`src/rtl/apb_counter_arbiter_if.sv`:
```
// Requester command/response signals and the shared APB bus for apb_counter_arbiter.
// master: the arbiter side. slave: requesters plus the APB counter slave.
interface apb_counter_arbiter_if;
  logic        req0;
  logic        req1;
  logic        wr0;
  logic        wr1;
  logic [3:0]  addr0;
  logic [3:0]  addr1;
  logic [31:0] wdata0;
  logic [31:0] wdata1;
  logic        gnt0;
  logic        gnt1;
  logic        done0;
  logic        done1;
  logic        err0;
  logic        err1;
  logic [31:0] rdata0;
  logic [31:0] rdata1;
  logic        PSEL;
  logic        PENABLE;
  logic        PWRITE;
  logic [3:0]  PADDR;
  logic [31:0] PWDATA;
  logic [31:0] PRDATA;
  logic        PREADY;

  modport master (
    input  req0, req1, wr0, wr1, addr0, addr1, wdata0, wdata1, PRDATA, PREADY,
    output gnt0, gnt1, done0, done1, err0, err1, rdata0, rdata1,
           PSEL, PENABLE, PWRITE, PADDR, PWDATA
  );

  modport slave (
    output req0, req1, wr0, wr1, addr0, addr1, wdata0, wdata1, PRDATA, PREADY,
    input  gnt0, gnt1, done0, done1, err0, err1, rdata0, rdata1,
           PSEL, PENABLE, PWRITE, PADDR, PWDATA
  );
endinterface

```
`src/rtl/apb_counter_arbiter.sv`:
```
// Two-requester APB master: round-robin arbitration onto one APB slave,
// SETUP/ACCESS transfer, per-requester read data and done/err pulses,
// optional abort when PREADY stays low for too long.
module apb_counter_arbiter #(
  parameter logic [7:0] TIMEOUT = 8'd16
) (
  input logic                  clk,
  input logic                  rst,
  apb_counter_arbiter_if.master bus
);

  typedef enum logic [1:0] {IDLE, SETUP, ACCESS} state_t;

  state_t     state;
  logic       last;
  logic       owner;
  logic [7:0] wait_cnt;
  logic       elig0;
  logic       elig1;
  logic       pick;

  // Eligibility masks a request on its own done cycle; tie goes to the requester not served last.
  always_comb begin
    elig0 = bus.req0 & ~bus.done0;
    elig1 = bus.req1 & ~bus.done1;
    pick  = 1'b0;
    if (elig0 && elig1) pick = ~last;
    else if (elig1)     pick = 1'b1;
  end

  // Transfer FSM with all bus and requester outputs registered.
  always_ff @(posedge clk or posedge rst) begin
    if (rst) begin
      state       <= IDLE;
      last        <= 1'b1;
      owner       <= 1'b0;
      wait_cnt    <= '0;
      bus.PSEL    <= 1'b0;
      bus.PENABLE <= 1'b0;
      bus.PWRITE  <= 1'b0;
      bus.PADDR   <= '0;
      bus.PWDATA  <= '0;
      bus.gnt0    <= 1'b0;
      bus.gnt1    <= 1'b0;
      bus.done0   <= 1'b0;
      bus.done1   <= 1'b0;
      bus.err0    <= 1'b0;
      bus.err1    <= 1'b0;
      bus.rdata0  <= '0;
      bus.rdata1  <= '0;
    end else begin
      bus.done0 <= 1'b0;
      bus.done1 <= 1'b0;
      bus.err0  <= 1'b0;
      bus.err1  <= 1'b0;
      case (state)
        IDLE: begin
          if (elig0 || elig1) begin
            owner       <= pick;
            last        <= pick;
            bus.gnt0    <= ~pick;
            bus.gnt1    <= pick;
            bus.PWRITE  <= pick ? bus.wr1    : bus.wr0;
            bus.PADDR   <= pick ? bus.addr1  : bus.addr0;
            bus.PWDATA  <= pick ? bus.wdata1 : bus.wdata0;
            bus.PSEL    <= 1'b1;
            bus.PENABLE <= 1'b0;
            wait_cnt    <= '0;
            state       <= SETUP;
          end
        end
        SETUP: begin
          bus.PENABLE <= 1'b1;
          state       <= ACCESS;
        end
        ACCESS: begin
          if (bus.PREADY) begin
            bus.PSEL    <= 1'b0;
            bus.PENABLE <= 1'b0;
            bus.gnt0    <= 1'b0;
            bus.gnt1    <= 1'b0;
            state       <= IDLE;
            if (owner) begin
              bus.done1 <= 1'b1;
              if (!bus.PWRITE) bus.rdata1 <= bus.PRDATA;
            end else begin
              bus.done0 <= 1'b1;
              if (!bus.PWRITE) bus.rdata0 <= bus.PRDATA;
            end
          end else if ((TIMEOUT != 8'd0) && (wait_cnt == TIMEOUT)) begin
            bus.PSEL    <= 1'b0;
            bus.PENABLE <= 1'b0;
            bus.gnt0    <= 1'b0;
            bus.gnt1    <= 1'b0;
            state       <= IDLE;
            if (owner) begin
              bus.done1  <= 1'b1;
              bus.err1   <= 1'b1;
              bus.rdata1 <= '0;
            end else begin
              bus.done0  <= 1'b1;
              bus.err0   <= 1'b1;
              bus.rdata0 <= '0;
            end
          end else begin
            wait_cnt <= wait_cnt + 8'd1;
          end
        end
        default: state <= IDLE;
      endcase
    end
  end

endmodule

```
`src/flat_wrapper.sv`:
```
// flat-port wrapper written by rule: the top's interface ports become plain ports
module apb_counter_arbiter_flat 
#(
  parameter logic [7:0] TIMEOUT = 8'd16
)
  (clk, rst, bus_req0, bus_req1, bus_wr0, bus_wr1, bus_addr0, bus_addr1, bus_wdata0, bus_wdata1, bus_PRDATA, bus_PREADY, bus_gnt0, bus_gnt1, bus_done0, bus_done1, bus_err0, bus_err1, bus_rdata0, bus_rdata1, bus_PSEL, bus_PENABLE, bus_PWRITE, bus_PADDR, bus_PWDATA);
  apb_counter_arbiter_if bus_i ();
  input logic clk;
  input logic rst;
  input wire logic [$bits(bus_i.req0)-1:0] bus_req0;
  input wire logic [$bits(bus_i.req1)-1:0] bus_req1;
  input wire logic [$bits(bus_i.wr0)-1:0] bus_wr0;
  input wire logic [$bits(bus_i.wr1)-1:0] bus_wr1;
  input wire logic [$bits(bus_i.addr0)-1:0] bus_addr0;
  input wire logic [$bits(bus_i.addr1)-1:0] bus_addr1;
  input wire logic [$bits(bus_i.wdata0)-1:0] bus_wdata0;
  input wire logic [$bits(bus_i.wdata1)-1:0] bus_wdata1;
  input wire logic [$bits(bus_i.PRDATA)-1:0] bus_PRDATA;
  input wire logic [$bits(bus_i.PREADY)-1:0] bus_PREADY;
  output wire logic [$bits(bus_i.gnt0)-1:0] bus_gnt0;
  output wire logic [$bits(bus_i.gnt1)-1:0] bus_gnt1;
  output wire logic [$bits(bus_i.done0)-1:0] bus_done0;
  output wire logic [$bits(bus_i.done1)-1:0] bus_done1;
  output wire logic [$bits(bus_i.err0)-1:0] bus_err0;
  output wire logic [$bits(bus_i.err1)-1:0] bus_err1;
  output wire logic [$bits(bus_i.rdata0)-1:0] bus_rdata0;
  output wire logic [$bits(bus_i.rdata1)-1:0] bus_rdata1;
  output wire logic [$bits(bus_i.PSEL)-1:0] bus_PSEL;
  output wire logic [$bits(bus_i.PENABLE)-1:0] bus_PENABLE;
  output wire logic [$bits(bus_i.PWRITE)-1:0] bus_PWRITE;
  output wire logic [$bits(bus_i.PADDR)-1:0] bus_PADDR;
  output wire logic [$bits(bus_i.PWDATA)-1:0] bus_PWDATA;
  assign bus_i.req0 = bus_req0;
  assign bus_i.req1 = bus_req1;
  assign bus_i.wr0 = bus_wr0;
  assign bus_i.wr1 = bus_wr1;
  assign bus_i.addr0 = bus_addr0;
  assign bus_i.addr1 = bus_addr1;
  assign bus_i.wdata0 = bus_wdata0;
  assign bus_i.wdata1 = bus_wdata1;
  assign bus_i.PRDATA = bus_PRDATA;
  assign bus_i.PREADY = bus_PREADY;
  assign bus_gnt0 = bus_i.gnt0;
  assign bus_gnt1 = bus_i.gnt1;
  assign bus_done0 = bus_i.done0;
  assign bus_done1 = bus_i.done1;
  assign bus_err0 = bus_i.err0;
  assign bus_err1 = bus_i.err1;
  assign bus_rdata0 = bus_i.rdata0;
  assign bus_rdata1 = bus_i.rdata1;
  assign bus_PSEL = bus_i.PSEL;
  assign bus_PENABLE = bus_i.PENABLE;
  assign bus_PWRITE = bus_i.PWRITE;
  assign bus_PADDR = bus_i.PADDR;
  assign bus_PWDATA = bus_i.PWDATA;
  apb_counter_arbiter #(.TIMEOUT(TIMEOUT)) u_core (.clk(clk), .rst(rst), .bus(bus_i));
endmodule
```
`config.mk`:
```
export PLATFORM = sky130hd
export DESIGN_NAME = apb_counter_arbiter_flat
export DESIGN_NICKNAME = d
export VERILOG_FILES = /design/src/rtl/apb_counter_arbiter_if.sv /design/src/rtl/apb_counter_arbiter.sv /design/src/flat_wrapper.sv
export SDC_FILE = /design/constraint.sdc
export NUM_CORES = 1
export LEC_CHECK = 0
export CORE_UTILIZATION = 46
export CTS_CLUSTER_DIAMETER = 40
export DETAILED_ROUTE_END_ITERATION = 7
export HOLD_SLACK_MARGIN = 0.05
export PLACE_DENSITY = 0.84
export SLEW_MARGIN = 20
export SYNTH_ARGS = -nofsm -noshare
export SYNTH_HDL_FRONTEND = slang
export SYNTH_SLANG_ARGS = --single-unit
```
`constraint.sdc`:
```
create_clock -name clk -period 10.7 [get_ports clk]
set_input_delay 1.605 -clock clk [delete_from_list [all_inputs] [get_ports clk]]
set_output_delay 1.605 -clock clk [all_outputs]
set_load 0.1 [all_outputs]
```
==> CHANGELOG.md <==
### Metrics

- Tcrit/Tclk final: 0.347
- Outcome: finished, final reports clean
- CP top delay family: buffers and inverters
- Comb/total area: 0.234
- Met2 usage: 0.459
- Register share after synthesis: 0.599
- Critical path arrival: between 2000 and 2500 ps
- Reg-to-Reg Start: u_core.state[0]
- N_diodes: 0
- Wl on met1: roughly 5500 um
- CP peak stage delay: around 1200 ps
- Reg-to-Reg End: u_core.bus.rdata1[17]
- Worst Skew: just under 6 ps
- Prevailing post-synth register cell: dfrtp_1
- Crit path DRT: 9100 ps
- Slew Limit Headroom: 0.239
- TritonCTS clock tree: yes
- Post-CTS sizing: 0
- Worst slew pin tran: ~1100 ps
- Ys Warns: 0
- Tot GR Track Use: 0.267
- Clock root buffer: clkbuf_8
- DR DRC count: 0
- Vias/cell: about 5.4
- Largest class: flip-flops and latches
- Critical path launch point type: register
- DR pass1 iterations: 4
- Registers, synthesis: 121
- Post-CTS setup buffer count: 0
- Gp weighted congestion: between 0.7 and 0.8
- Count of library flops with an enable pin: 0
- Worst-path fanout max: 2
- Floorplan net count: about 540
- Per-cell routed wire length: approximately 19 um
- Share of post-route cells with drive strength above 1: 0.0836
- Met3 Use GR: 0.0833
- Syn Area/Cell: ~12 um2
- Distinct cells, synth: approximately 43
- Die area: between 10000 and 15000 um2
- Count of pins over their slew limit: 0
- Comb. cell area: roughly 1800 um2
- Register area: between 3000 and 4000 um2
- Post-detail-place hpwl: roughly 10000 um
- DR top layer: met4
- Pre-CTS setup slack: ~7000 ps
- Hold WC Path Type: reg -> reg
- Vias in the first global route: between 4000 and 5000
- # rows: 37
- Yosys synthesis chip area: 5060 um2
- Fin worst setup slack: roughly 7000 ps
- Wire length on met2: ~7500 um
- Seq/total area: 0.383
- # Taps: around 140
- GRT overflow: 0
- CTS Hold Bufs: 0
- Worst R2R Path Depth: 6
- Max Cap Viol: 0
- Clk buf depth: 2
- Min cycle time layout: roughly 3700 ps
- Number of non-clock inverters in the layout: 10
- Crit path cell chain: clkdlybuf4s50_1
- Finish-stage setup viols: 0
- Crit. path cell count: 1
- WS Path Type: reg -> out
- Crit path buf inv count: 1
- Setup TNS: 0 ps
- Largest net degree at the start of global routing: 80
- Hold depth: 2
- Die W: approximately 110 um
- Fmax: 270 MHz
- First-pass GRT wire length: about 23000 um
- Tool Warnings: 30
- Worst skew pair latency: approximately 520 ps
- Crit. Startpoint: u_core.bus.PADDR[0]
- Initial antenna violation count: 0
- Yosys stat cell total: between 400 and 500
- Clock transition at the registers of the reported paths: around 60 ps
- Hold slack: roughly 480 ps
- Flop-to-flop setup slack: 8260 ps
- Signal buf overhead: 0.282
- Busiest grt layer: met2
- Post-synthesis cell area: slightly above 5000 um2
- Clock buf count: 24
- Mapped Cells: ~420
- Most instantiated logic cell after routing: clkdlybuf4s50_1
- Met3 Wirelength: approximately 1000 um
- Share of flip-flops with an asynchronous set or reset: 1.00
- Fin. Hold Viols: 0
- Worst Setup EP: bus_PADDR[0]
- Top Layout Cells: clkdlybuf4s50_1, dfrtp_1, a22o_1
- CP max-delay cell: clkdlybuf4s50_1
- Clock sink count: roughly 120
- CTS H-tree depth: 4
- CTS Buf Count: 17
- Die y size: between 100 and 150 um
- Count of multi-input gates: between 200 and 300
- Unrepaired setup endpoints after global routing: false
- Initial DRC count: 265
- CP Capture Type: primary output
- Hold wc startpoint: u_core.bus.PWDATA[3]
- Fp_density: 0.481
- Fin nets: roughly 750
- Worst Hold End: u_core.bus.PWDATA[3]
- Clk cell area share: 0.0744
- Post-detailed-route count of antenna-violating nets: 0
==> metrics by stage <==
| step | std cells | instance area [um2] |
|---|---|---|
| 3_3_place_gp | 750 | 7320 |
| 2_1_floorplan | 419 | 5060 |
| 6_report | 782 | 7910 |
| 4_1_cts | 782 | 7910 |
| 5_1_grt | 782 | 7910 |
| 3_5_place_dp | 750 | 7320 |
==> sequential cells by signal, summed over array words and instances (netlist names) <==
register and cells:
u_core.bus.done1 1, u_core.bus.gnt0 1, u_core.bus.err1 1, u_core.bus.PENABLE 1, u_core.bus.rdata1 32, u_core.state 2, u_core.last 1, u_core.bus.err0 1
u_core.wait_cnt 8, u_core.bus.PSEL 1, u_core.bus.gnt1 1, u_core.bus.done0 1, u_core.bus.PWDATA 32, u_core.bus.PWRITE 1, u_core.owner 1, u_core.bus.rdata0 32
u_core.bus.PADDR 4
==> cell families (layout without fill, tap and decap cells) <==
family | after synthesis | count (layout) | synth area share
adders and majority gates | 6 | 6 | 0.0148
buffers and inverters | 39 | 266 | 0.0388
AOI/OAI and AO/OA | 129 | 129 | 0.189
muxes | 40 | 40 | 0.0799
DFF | 121 | 121 | 0.599
and+or+nand+nor | 84 | 84 | 0.0784
==> synthesized netlist by cell type (6+ instances only) <==
cell type  instances  area [um2]
dfrtp_1          120        3000
a22o_1            60         526
nand2_1           47         176
o21ai_0           45         225
mux2i_1           37         370
clkbuf_1          18        67.6
nor2_1            14        52.6
inv_1             10        37.5
buf_6              6        67.6
ha_1               6        75.1
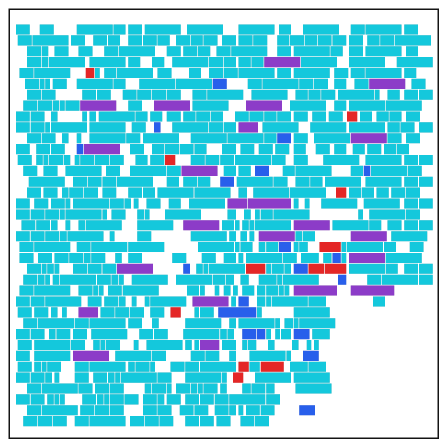
**Above:** cell sizes after repair.
Scale: 4 px per um.
| color | size | cells | share |
|---|---|---|---|
| blue | _2 cells | 19 | 2.9% |
| purple | _6 and larger | 23 | 3.6% |
| cyan | _0 and _1 cells | 592 | 92% |
| red | _3 and _4 cells | 12 | 1.9% |
Buffers, non-clock: 224
Layout area overhead: 56.3%

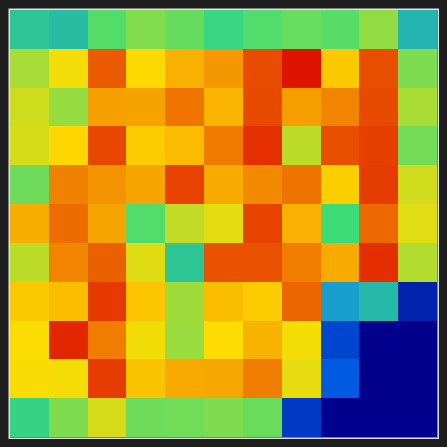
**Above:** cell area per tile.
Scale: 4 px per um. 11 x 11 tiles, from dark blue (low) to red (high), 0 to 100% covered.
mean over tiles: 68%
tiles over 75% full: 50%
nearly empty tiles: 5.8%
emptiest ninth of the die: south-east
fullest tile: 98%
final core occ: 0.752
Core ar.: 10500 um2

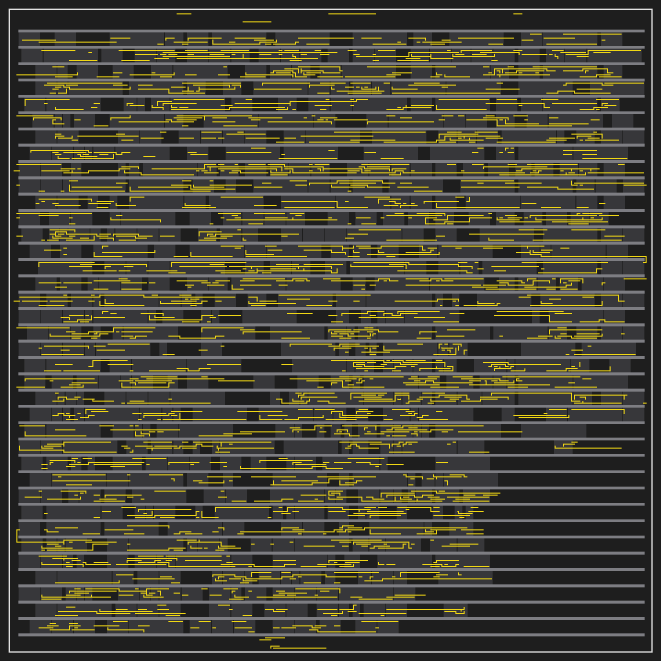
**Above:** met1 routing.
Scale: 6 px per um. Supply wires on this layer in gray. Cells faint in the background.
wire length on this layer: 5540 um
share of all routed wire: 38%
nets with wire on the layer: 642
final wirelength: 14600 um
GR Util met1: 0.296
routed vias: 4228

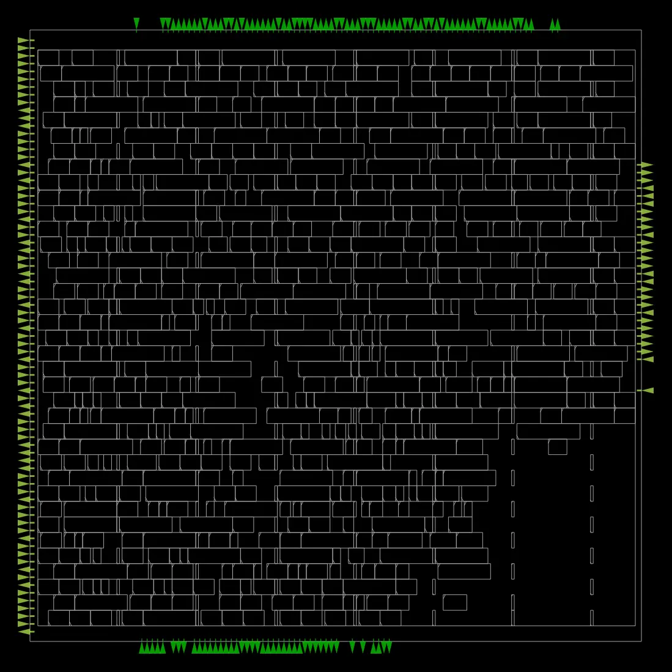
**Above:** placed standard cells.
Post-Layout Cell Count: 782
sequential cell count: 121
fill count: 658

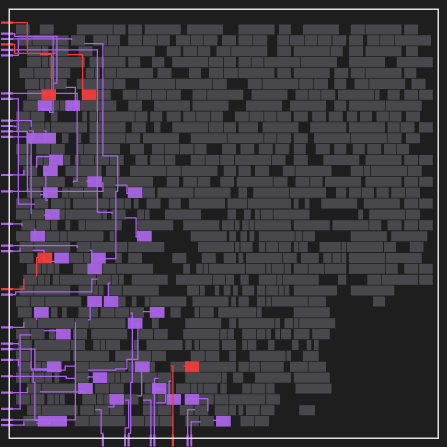
**Above:** port wiring.
Scale: 4 px per um.
| color | port | bits | direction | edge | end cells | buffers | wire |
|---|---|---|---|---|---|---|---|
| purple | `bus_wdata0` | 32 | input | 25 west, 7 south | 32 | 32 | 808 um |
| red | `bus_addr1` | 4 | input | 3 west, 1 south | 4 | 4 | 82.9 um |
# IOs: 220
Port Buf Inserts: 219

